### Nets reached from selected ports, run 1

Scale bar: 50 um.
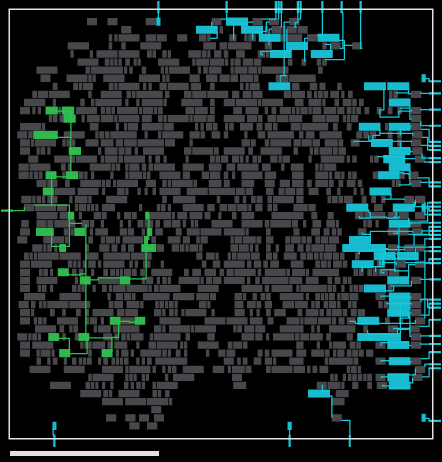
### Supply network, run 1

Scale bar: 50 um. Pins as bars on the die edge.
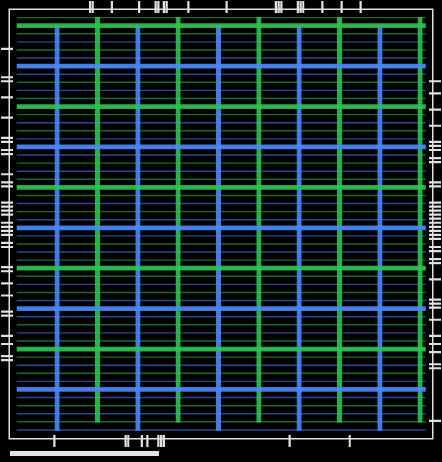
### Routing congestion map, run 1

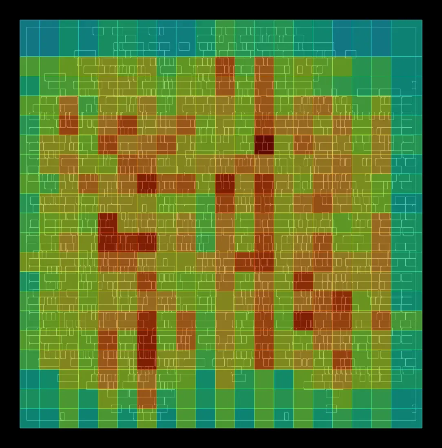
### Cells colored by class, run 1

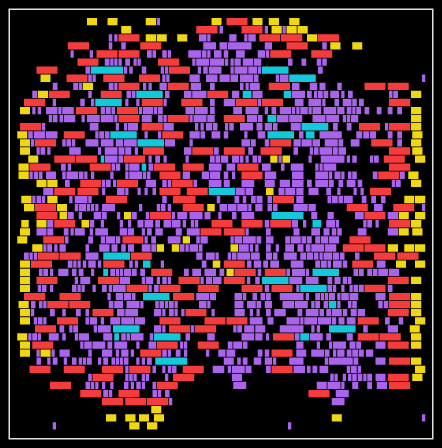
### config.mk
export PLATFORM = sky130hd
export DESIGN_NAME = score_seg7_display
export DESIGN_NICKNAME = d
export VERILOG_FILES = /design/src/rtl/score_disp_pkg.sv /design/src/rtl/seg7_encode.sv /design/src/rtl/score_seg7_display.sv
export SDC_FILE = /design/constraint.sdc
export NUM_CORES = 1
export LEC_CHECK = 0
export CORE_AREA = 2 2 140 142
export CTS_BUF_LIST = sky130_fd_sc_hd__clkbuf_16
export CTS_CLUSTER_SIZE = 20
export DETAILED_ROUTE_END_ITERATION = 7
export DIE_AREA = 0 0 142 144
export GPL_ROUTABILITY_DRIVEN = 1
export PLACE_DENSITY = 0.71
export SLEW_MARGIN = 20
export SYNTH_ARGS = -nofsm -noshare
export SYNTH_HDL_FRONTEND = slang
export SYNTH_SLANG_ARGS = --single-unit
### constraint.sdc
create_clock -name Clk -period 5.8 [get_ports Clk]
set_clock_uncertainty 0.1 [all_clocks]
set_input_delay 0.87 -clock Clk [delete_from_list [all_inputs] [get_ports Clk]]
set_output_delay 0.87 -clock Clk [all_outputs]
set_load 0.01 [all_outputs]
### src/rtl/score_disp_pkg.sv
// Shared types and constants for the seven-segment score display.
// Segment codes are active-low with the decimal point held off.
package score_disp_pkg;

    typedef enum logic [1:0] {
        IDLE  = 2'd0,
        LOAD  = 2'd1,
        SHIFT = 2'd2,
        LATCH = 2'd3
    } state_t;

    localparam logic [7:0] SEG_BLANK = 8'hFF;
    localparam logic [7:0] SEG_NINE  = 8'h90;
    localparam logic [7:0] SEG_ZERO  = 8'hC0;

    // Number of BCD digits needed to hold any w-bit unsigned value.
    function automatic int bcd_digits(input int w);
        return (w + 2) / 3;
    endfunction

endpackage

### src/rtl/seg7_encode.sv
// Combinational nibble to active-low seven-segment code; bit 7 (DP) is always 1.
module seg7_encode
    import score_disp_pkg::*;
(
    input  logic [3:0] nibble,
    output logic [7:0] seg
);

    always_comb begin
        seg = SEG_BLANK;
        case (nibble)
            4'h0: seg = 8'hC0;
            4'h1: seg = 8'hF9;
            4'h2: seg = 8'hA4;
            4'h3: seg = 8'hB0;
            4'h4: seg = 8'h99;
            4'h5: seg = 8'h92;
            4'h6: seg = 8'h82;
            4'h7: seg = 8'hF8;
            4'h8: seg = 8'h80;
            4'h9: seg = 8'h90;
            4'hA: seg = 8'h88;
            4'hB: seg = 8'h83;
            4'hC: seg = 8'hC6;
            4'hD: seg = 8'hA1;
            4'hE: seg = 8'h86;
            4'hF: seg = 8'h8E;
            default: seg = SEG_BLANK;
        endcase
    end

endmodule

### src/rtl/score_seg7_display.sv
// Converts a score to NUM_DIGITS seven-segment digits (double-dabble decimal or raw hex),
// with leading-zero blanking, decimal saturation, a pending request slot and a high-score register.
module score_seg7_display
    import score_disp_pkg::*;
#(
    parameter int SCORE_W       = 20,
    parameter int NUM_DIGITS    = 6,
    parameter bit BLANK_LEADING = 1'b1
) (
    input  logic                    Clk,
    input  logic                    Reset,
    input  logic [SCORE_W-1:0]      score,
    input  logic                    score_valid,
    input  logic                    dec_mode,
    input  logic                    clear_high,
    output logic [8*NUM_DIGITS-1:0] hex_out,
    output logic                    busy,
    output logic                    done,
    output logic                    overflow,
    output logic [SCORE_W-1:0]      high_score,
    output logic                    new_high
);

    localparam int BCD_DIGITS = bcd_digits(SCORE_W);
    localparam int BCD_W      = 4 * BCD_DIGITS;
    localparam int DISP_W     = 4 * NUM_DIGITS;
    localparam int PAD_W      = BCD_W + DISP_W + SCORE_W;
    localparam int CNT_W      = $clog2(SCORE_W + 1);
    localparam logic [CNT_W-1:0] LAST_SHIFT = CNT_W'(SCORE_W - 1);

    function automatic logic [8*NUM_DIGITS-1:0] reset_hex();
        logic [8*NUM_DIGITS-1:0] v;
        for (int i = 0; i < NUM_DIGITS; i++)
            v[8*i +: 8] = (i == 0 || !BLANK_LEADING) ? SEG_ZERO : SEG_BLANK;
        return v;
    endfunction

    localparam logic [8*NUM_DIGITS-1:0] RESET_HEX = reset_hex();

    state_t               state;
    logic [SCORE_W-1:0]   value;
    logic [SCORE_W-1:0]   bin;
    logic [BCD_W-1:0]     bcd;
    logic [CNT_W-1:0]     cnt;
    logic                 mode;
    logic                 hex_wait;
    logic                 beats_high;
    logic                 pend_valid;
    logic [SCORE_W-1:0]   pend_score;
    logic                 pend_mode;

    logic                 req_go;
    logic [SCORE_W-1:0]   req_score;
    logic                 req_mode;
    logic [BCD_W-1:0]     bcd_adj;
    logic [PAD_W-1:0]     src_pad;
    logic [DISP_W-1:0]    digits;
    logic                 ovf;
    logic                 sat;
    logic                 lead;
    logic [NUM_DIGITS-1:0] blank;
    logic [8*NUM_DIGITS-1:0] disp;

    // A live request on the IDLE edge is newer than anything parked in the slot.
    assign req_go    = score_valid | pend_valid;
    assign req_score = score_valid ? score : pend_score;
    assign req_mode  = score_valid ? dec_mode : pend_mode;

    always_comb begin
        bcd_adj = bcd;
        for (int d = 0; d < BCD_DIGITS; d++)
            if (bcd[4*d +: 4] >= 4'd5) bcd_adj[4*d +: 4] = bcd[4*d +: 4] + 4'd3;
    end

    assign src_pad = mode ? PAD_W'(bcd) : PAD_W'(value);
    assign digits  = src_pad[DISP_W-1:0];
    assign ovf     = |(src_pad >> DISP_W);
    assign sat     = mode & ovf;

    always_comb begin
        lead  = 1'b1;
        blank = '0;
        for (int i = NUM_DIGITS - 1; i >= 1; i--) begin
            if (digits[4*i +: 4] != 4'd0) lead = 1'b0;
            blank[i] = lead & BLANK_LEADING;
        end
    end

    for (genvar g = 0; g < NUM_DIGITS; g++) begin : g_digit
        logic [7:0] seg;
        seg7_encode u_enc (
            .nibble (digits[4*g +: 4]),
            .seg    (seg)
        );
        assign disp[8*g +: 8] = sat ? SEG_NINE : (blank[g] ? SEG_BLANK : seg);
    end

    always_ff @(posedge Clk) begin
        if (Reset) begin
            state      <= IDLE;
            value      <= '0;
            bin        <= '0;
            bcd        <= '0;
            cnt        <= '0;
            mode       <= 1'b0;
            hex_wait   <= 1'b0;
            beats_high <= 1'b0;
            pend_valid <= 1'b0;
            pend_score <= '0;
            pend_mode  <= 1'b0;
            hex_out    <= RESET_HEX;
            busy       <= 1'b0;
            done       <= 1'b0;
            overflow   <= 1'b0;
            high_score <= '0;
            new_high   <= 1'b0;
        end else begin
            done     <= 1'b0;
            new_high <= 1'b0;
            busy     <= (state != IDLE) | pend_valid;

            if (state != IDLE && score_valid) begin
                pend_valid <= 1'b1;
                pend_score <= score;
                pend_mode  <= dec_mode;
            end

            case (state)
                IDLE: begin
                    if (req_go) begin
                        value      <= req_score;
                        bin        <= req_score;
                        bcd        <= '0;
                        cnt        <= '0;
                        mode       <= req_mode;
                        hex_wait   <= ~req_mode;
                        beats_high <= req_score > high_score;
                        pend_valid <= 1'b0;
                        state      <= req_mode ? LOAD : LATCH;
                    end
                end
                LOAD: state <= SHIFT;
                SHIFT: begin
                    bcd <= {bcd_adj[BCD_W-2:0], bin[SCORE_W-1]};
                    bin <= {bin[SCORE_W-2:0], 1'b0};
                    cnt <= cnt + 1'b1;
                    if (cnt == LAST_SHIFT) state <= LATCH;
                end
                LATCH: begin
                    // Hex requests idle here one cycle so both modes share the two-edge front end.
                    if (hex_wait) begin
                        hex_wait <= 1'b0;
                    end else begin
                        hex_out  <= disp;
                        overflow <= ovf;
                        done     <= 1'b1;
                        new_high <= beats_high & ~clear_high;
                        if (beats_high) high_score <= value;
                        state    <= IDLE;
                    end
                end
                default: state <= IDLE;
            endcase

            if (clear_high) high_score <= '0;
        end
    end

endmodule

==> results.toml, run 1 <==
# generated from flow reports
[status]
status = "complete, no violations"

[global_routing]
antenna_found_initial = 0
grt-busiest-layer = "met2"
groute.usage.overall_pct = 22.61
grtUsageMet3_pct = 3.874
grt_overflow = 0
grt_max_degree = 79
grt_pass1_wl_mm = 37.32

[routing]
drt-vias-per-instance = 5.712
ant_nets = 0
dr_total_vias = 8214

[final_layout]
area_growth_pct = 16.71
layout_top_cell = "dfxtp_1"
final_cell_mix = "dfxtp_1, nand2_1, a21oi_1"
finalNetCount = 1284

[worst_setup_path]
cp_slowest_cell = "clkdlybuf4s50_1"
cpPeakStageDelay_ns = 0.86
r2r-start = "mode"
r2r_slack_ns = 2.41
cp_data_arrival_time_ns = 3.69
reg2regPathDepth = 6
critical_path_buf_inv_count = 3
crit_type = "in -> reg"

[clocking]
clkTransAtPathRegs_ns = 0.06
cts_tree = "yes"
cts_setup_buffers = 0
cts.sinks = 166

[logic_synthesis]
synth_seq_share_pct = 35.81
synthArstFlopShare_pct = 0
yosys_area_um2 = 9280
synth_flop_count = 166
yosys_warnings = 0

[floorplan]
pin_count = 97
dieArea_um2 = 20450
core_area_um2 = 19080
fp.dieW_um = 142
rows = 51

[final_timing]
hold_viol_final = 0
min_period_ns = 3.436
drv_slew = 0
rsz0062_at_grt = "false"
holdWs_ns = 0.3515

[hold_path]
hold_end = "bin[10]"

[power_and_ir_drop]
vdd_drop_max_uv = 235.6
power.leakage_nw = 4.115

[placement]
hpwl_mm = 15.97
numPortBuffers = 90
About 'Nets reached from selected ports':
color	port	bits	direction	end cells	buffers	wire
cyan	hex_out	48	output	48	42	872 um
green	score_valid	1	input	28	2	254 um

About 'Supply network':
color	net
green	VDD
blue	VSS
met5 straps	10
met4 straps	10
rows	51
signal pins	97

About 'Routing congestion map':
Finished Core Util: 56.76%
WL/cell: 16.00 um

About 'Cells colored by class':
color	class	cells	share of their area
red	sequential cells	166	32%
purple	remaining logic cells	899	53%
cyan	clock drivers and dummy loads	32	5.7%
yellow	remaining buffers and delay cells	103	9.5%

==> run 1: cell families (layout without fill, tap and decap cells) <==
group                      after synthesis  in the layout  share of synthesized area, %
adders and majority gates               72             72                         9.707
DFF                                    166            166                         35.81
AOI/OAI and AO/OA                      314            314                         20.87
other                                    1              6                       0.04041
and+or+nand+nor                        357            357                         17.14
xor gates and xnor gates                17             17                         1.604
buffers and inverters                  147            203                         6.741
muxes                                   65             65                         8.089
==> run 1: power breakdown <==
| part | internal, mW | leakage (nW) | switching [mW] |
|---|---|---|---|
| sequential | 1.32 | 1.35 | 0.187 |
| clock | 0.680 | 0.288 | 0.489 |
| combinational | 0.680 | 2.48 | 1.08 |
| total | 2.68 | 4.12 | 1.76 |
==> run 1: registers in the layout (all words and copies together), names as in the netlist <==
signal / cells
hex_out: 42
bcd: 28
bin: 20
high_score: 20
pend_score: 20
value: 20
cnt: 5
state: 2
beats_high: 1
busy: 1
done: 1
hex_wait: 1
mode: 1
new_high: 1
overflow: 1
pend_mode: 1
pend_valid: 1
==> run 1: per-stage QoR <==
| step | utilization (%) | area, um^2 | std cells | setup slack, ns |
|---|---|---|---|---|
| 4_1_cts | 56.76 | 10830 | 1438 | 2.394 |
| 5_1_grt | 56.76 | 10830 | 1438 | 2.221 |
| 3_3_place_gp | 53.62 | 10230 | 1406 | 2.041 |
| 3_5_place_dp | 53.62 | 10230 | 1406 | 1.966 |
| 2_1_floorplan | - | 9299 | 1144 | 2.826 |
| 6_report | 56.76 | 10830 | 1438 | 2.364 |
==> run 1: area by class of cell <==
type	instances	area, um^2
inverter	68	255.2
timing repair buffer	103	996.0
clock buffer	17	425.4
clock inverter	15	175.2
multi-input combinational	831	5356
tap	238	297.8
sequential	166	3324
fill	1734	8249
==> run 1: worst max path at each step <==
stage	start	endpoint	cells after the start
2_1_floorplan	score_valid	beats_high	10
3_5_place_dp	score_valid	beats_high	10
3_3_place_gp	score_valid	beats_high	10
6_report	score_valid	beats_high	10
5_1_grt	mode	hex_out[16]	6
4_1_cts	score_valid	beats_high	10
==> run 1: cells in the mapped netlist (11+ instances only) <==
cell        n  area [um^2]
a21oi_1   122        610.6
nand2b_1   19        118.9
ha_1       72        900.9
a221o_1    13        130.1
nor2_1     91        341.6
clkbuf_1   59        221.5
inv_1      68        255.2
o21ai_0    64        320.3
a22oi_1    23        172.7
nor3_1     27        135.1
nand3_1    19        95.09
mux2i_1    38        380.4
nand2_1   163        611.8
o21ai_1    11        55.05
dfxtp_1   166         3323
a211oi_1   25        187.7
mux2_2     18        202.7
==> run 1: routing by layer <==
| layer | routed length, um | up-vias |
|---|---|---|
| met2 | 10290 | 221 |
| li1 | - | 4084 |
| met5 | 0 | - |
| met1 | 11410 | 3880 |
| met3 | 990 | 29 |
| met4 | 315 | 0 |
==> run 1: worst register-to-register path, cell delays in order (launching register included) <==
cell and delay, ns:
dfxtp_2 0.93, mux2i_1 0.67, ha_1 0.37, nand4_1 0.35, or2_1 0.48, o22ai_1 0.26, a221o_1 0.16
### Local utilization, run 1

Scale bar: 50 um. 14 x 14 tiles, from black (low) to pale yellow (high), 0 to 100% covered.
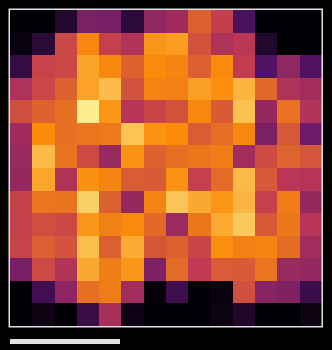

## Run 2: what changed since run 1
--- a/config.mk
+++ b/config.mk
@@ -11,7 +11,7 @@
 export DETAILED_ROUTE_END_ITERATION = 7
 export DIE_AREA = 0 0 142 144
 export GPL_ROUTABILITY_DRIVEN = 1
-export PLACE_DENSITY = 0.71
+export PLACE_DENSITY = 0.73
 export SLEW_MARGIN = 20
 export SYNTH_ARGS = -nofsm -noshare
 export SYNTH_HDL_FRONTEND = slang
==> constraint.sdc (replaced) <==
create_clock -name Clk -period 2.8 [get_ports Clk]
set_clock_uncertainty 0.1 [all_clocks]
set_input_delay 0.42 -clock Clk [delete_from_list [all_inputs] [get_ports Clk]]
set_output_delay 0.42 -clock Clk [all_outputs]
set_load 0.01 [all_outputs]
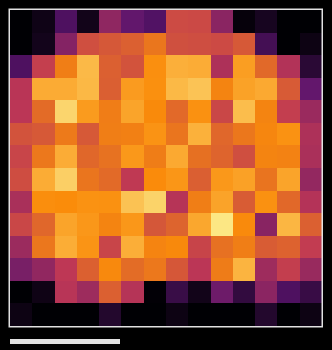
*Local utilization, run 2*
Scale bar: 50 um. 14 x 14 tiles, from black (low) to pale yellow (high), 0 to 100% covered.
fullest tile	95%
mean over tiles	54%
tiles over 75% full	25%
nearly empty tiles	8.7%

==> run 2 against run 1 <==
Die area stayed put. Clock power is 110% higher. Non-clock buffer count is 48 higher. Cell count is 3.3% higher. Register-to-register slack worse by 2.2 ns. Via count is 1.8% higher. Utilization is 2.3 points higher.
==> results.toml, run 2 <==
# generated from flow reports
[status]
status = "complete, no violations"

[final_timing]
min_period_ns = 2.585
drv_slew = 0
rsz0062_at_grt = "false"

[worst_setup_path]
reg2regPathDepth = 7
cp_data_arrival_time_ns = 2.80
r2r-start = "mode"
crit_start = "mode"
crit_type = "reg -> reg"
r2r_slack_ns = 0.22

[routing]
wl_per_cell_um = 15.59
ant_nets = 0
dr_total_vias = 8363
drt-vias-per-instance = 5.628

[logic_synthesis]
yosysTopAreaCell = "dfxtp_1"
top_cells_by_count = "dfxtp_1, nand2_1, a21oi_1"
synthArstFlopShare_pct = 0
yosys_warnings = 0
yosys_area_um2 = 9280

[final_layout]
register_area_um2 = 3324
finalNetCount = 1332
final_cell_mix = "dfxtp_1, nand2_1, a21oi_1"
fillers = 1686

[power_and_ir_drop]
p_clk_share_pct = 25.8
vdd_drop_max_uv = 542.0
power.leakage_nw = 4.381
p_comb_share_pct = 42.4
swShare_pct = 38.85
power_switching_mw = 3.727
power_frac_seq_pct = 31.8

[placement]
numPortBuffers = 90
hpwl_mm = 16.67

[clocking]
cts.sinks = 166
cts_setup_buffers = 0

[floorplan]
rows = 51
fp.dieW_um = 142
pin_count = 97

[global_routing]
grt_overflow = 0
grt_pass1_wl_mm = 38.28
grt_max_degree = 75
antenna_found_initial = 0
## run 2: cell counts after synthesis
Identical to the previous run, type by type.
## run 2: worst min path at each step
| stage | start | end |
|---|---|---|
| floorplan | bin[19] | bin[19] |
| global placement | bin[14] | bin[14] |
| detailed placement | bin[9] | bin[9] |
| CTS | Reset | bcd[22] |
| global route | Reset | bcd[18] |
| finish | Reset | bcd[22] |
## run 2: power by group through the flow
stage / clock, mW / combinational, mW / sequential, mW
global placement: 0 / 3.96 / 3.09
floorplan: 0 / 2.68 / 3.04
detailed placement: 0 / 4.02 / 3.09
finish: 2.47 / 4.07 / 3.05
global route: 2.59 / 4.51 / 3.09
CTS: 2.51 / 4.05 / 3.04
## run 2: per-stage QoR
step / std cells / worst slack (ns) / instance area [um^2] / hold slack, ns / utilization (%)
finish: 1486 / 0.2155 / 11260 / 0.3151 / 59.04
global placement: 1454 / 0.03916 / 10640 / 0.3384 / 55.77
detailed placement: 1454 / 0.006582 / 10640 / 0.3447 / 55.77
floorplan: 1144 / 0.1610 / 9299 / 0.3316 / -
CTS: 1486 / 0.2300 / 11260 / 0.2995 / 59.04
global route: 1486 / 0.03654 / 11260 / 0.3254 / 59.04
## run 2: logic make-up (layout without fill, tap and decap cells)
logic type | after synthesis | in the layout | share of synthesized area (%)
simple gates | 357 | 357 | 17.14
compound gates | 314 | 314 | 20.87
flops | 166 | 166 | 35.81
buf+inv | 147 | 251 | 6.741
fa+ha+maj | 72 | 72 | 9.707
mux | 65 | 65 | 8.089
xor+xnor | 17 | 17 | 1.604
other cells | 1 | 6 | 0.04041
## run 2: worst max-delay path: stages, from the launching register on
cell and delay (ns):
dfxtp_2 0.47, buf_4 0.27, mux2i_1 0.52, inv_1 0.13, ha_1 0.27, mux4_2 0.47
a22oi_1 0.17, nor2_1 0.05
## run 2: layout make-up
cell class | instances | area share, %
clock buffer | 17 | 3.777
multi-input combinational | 831 | 47.55
timing repair buffer | 151 | 12.48
clock inverter | 15 | 1.766
tap | 238 | 2.644
inverter | 68 | 2.266
sequential | 166 | 29.51
## run 2: metal layers
layer	wire [um]	up-vias	global-route usage, %
met5	0	-	0
met4	388	0	6.684
li1	-	4176	-
met1	11180	3908	32.01
met2	10420	249	37.10
met3	1179	30	3.841
No activity file was given, so power comes from the tool's default toggle rates.
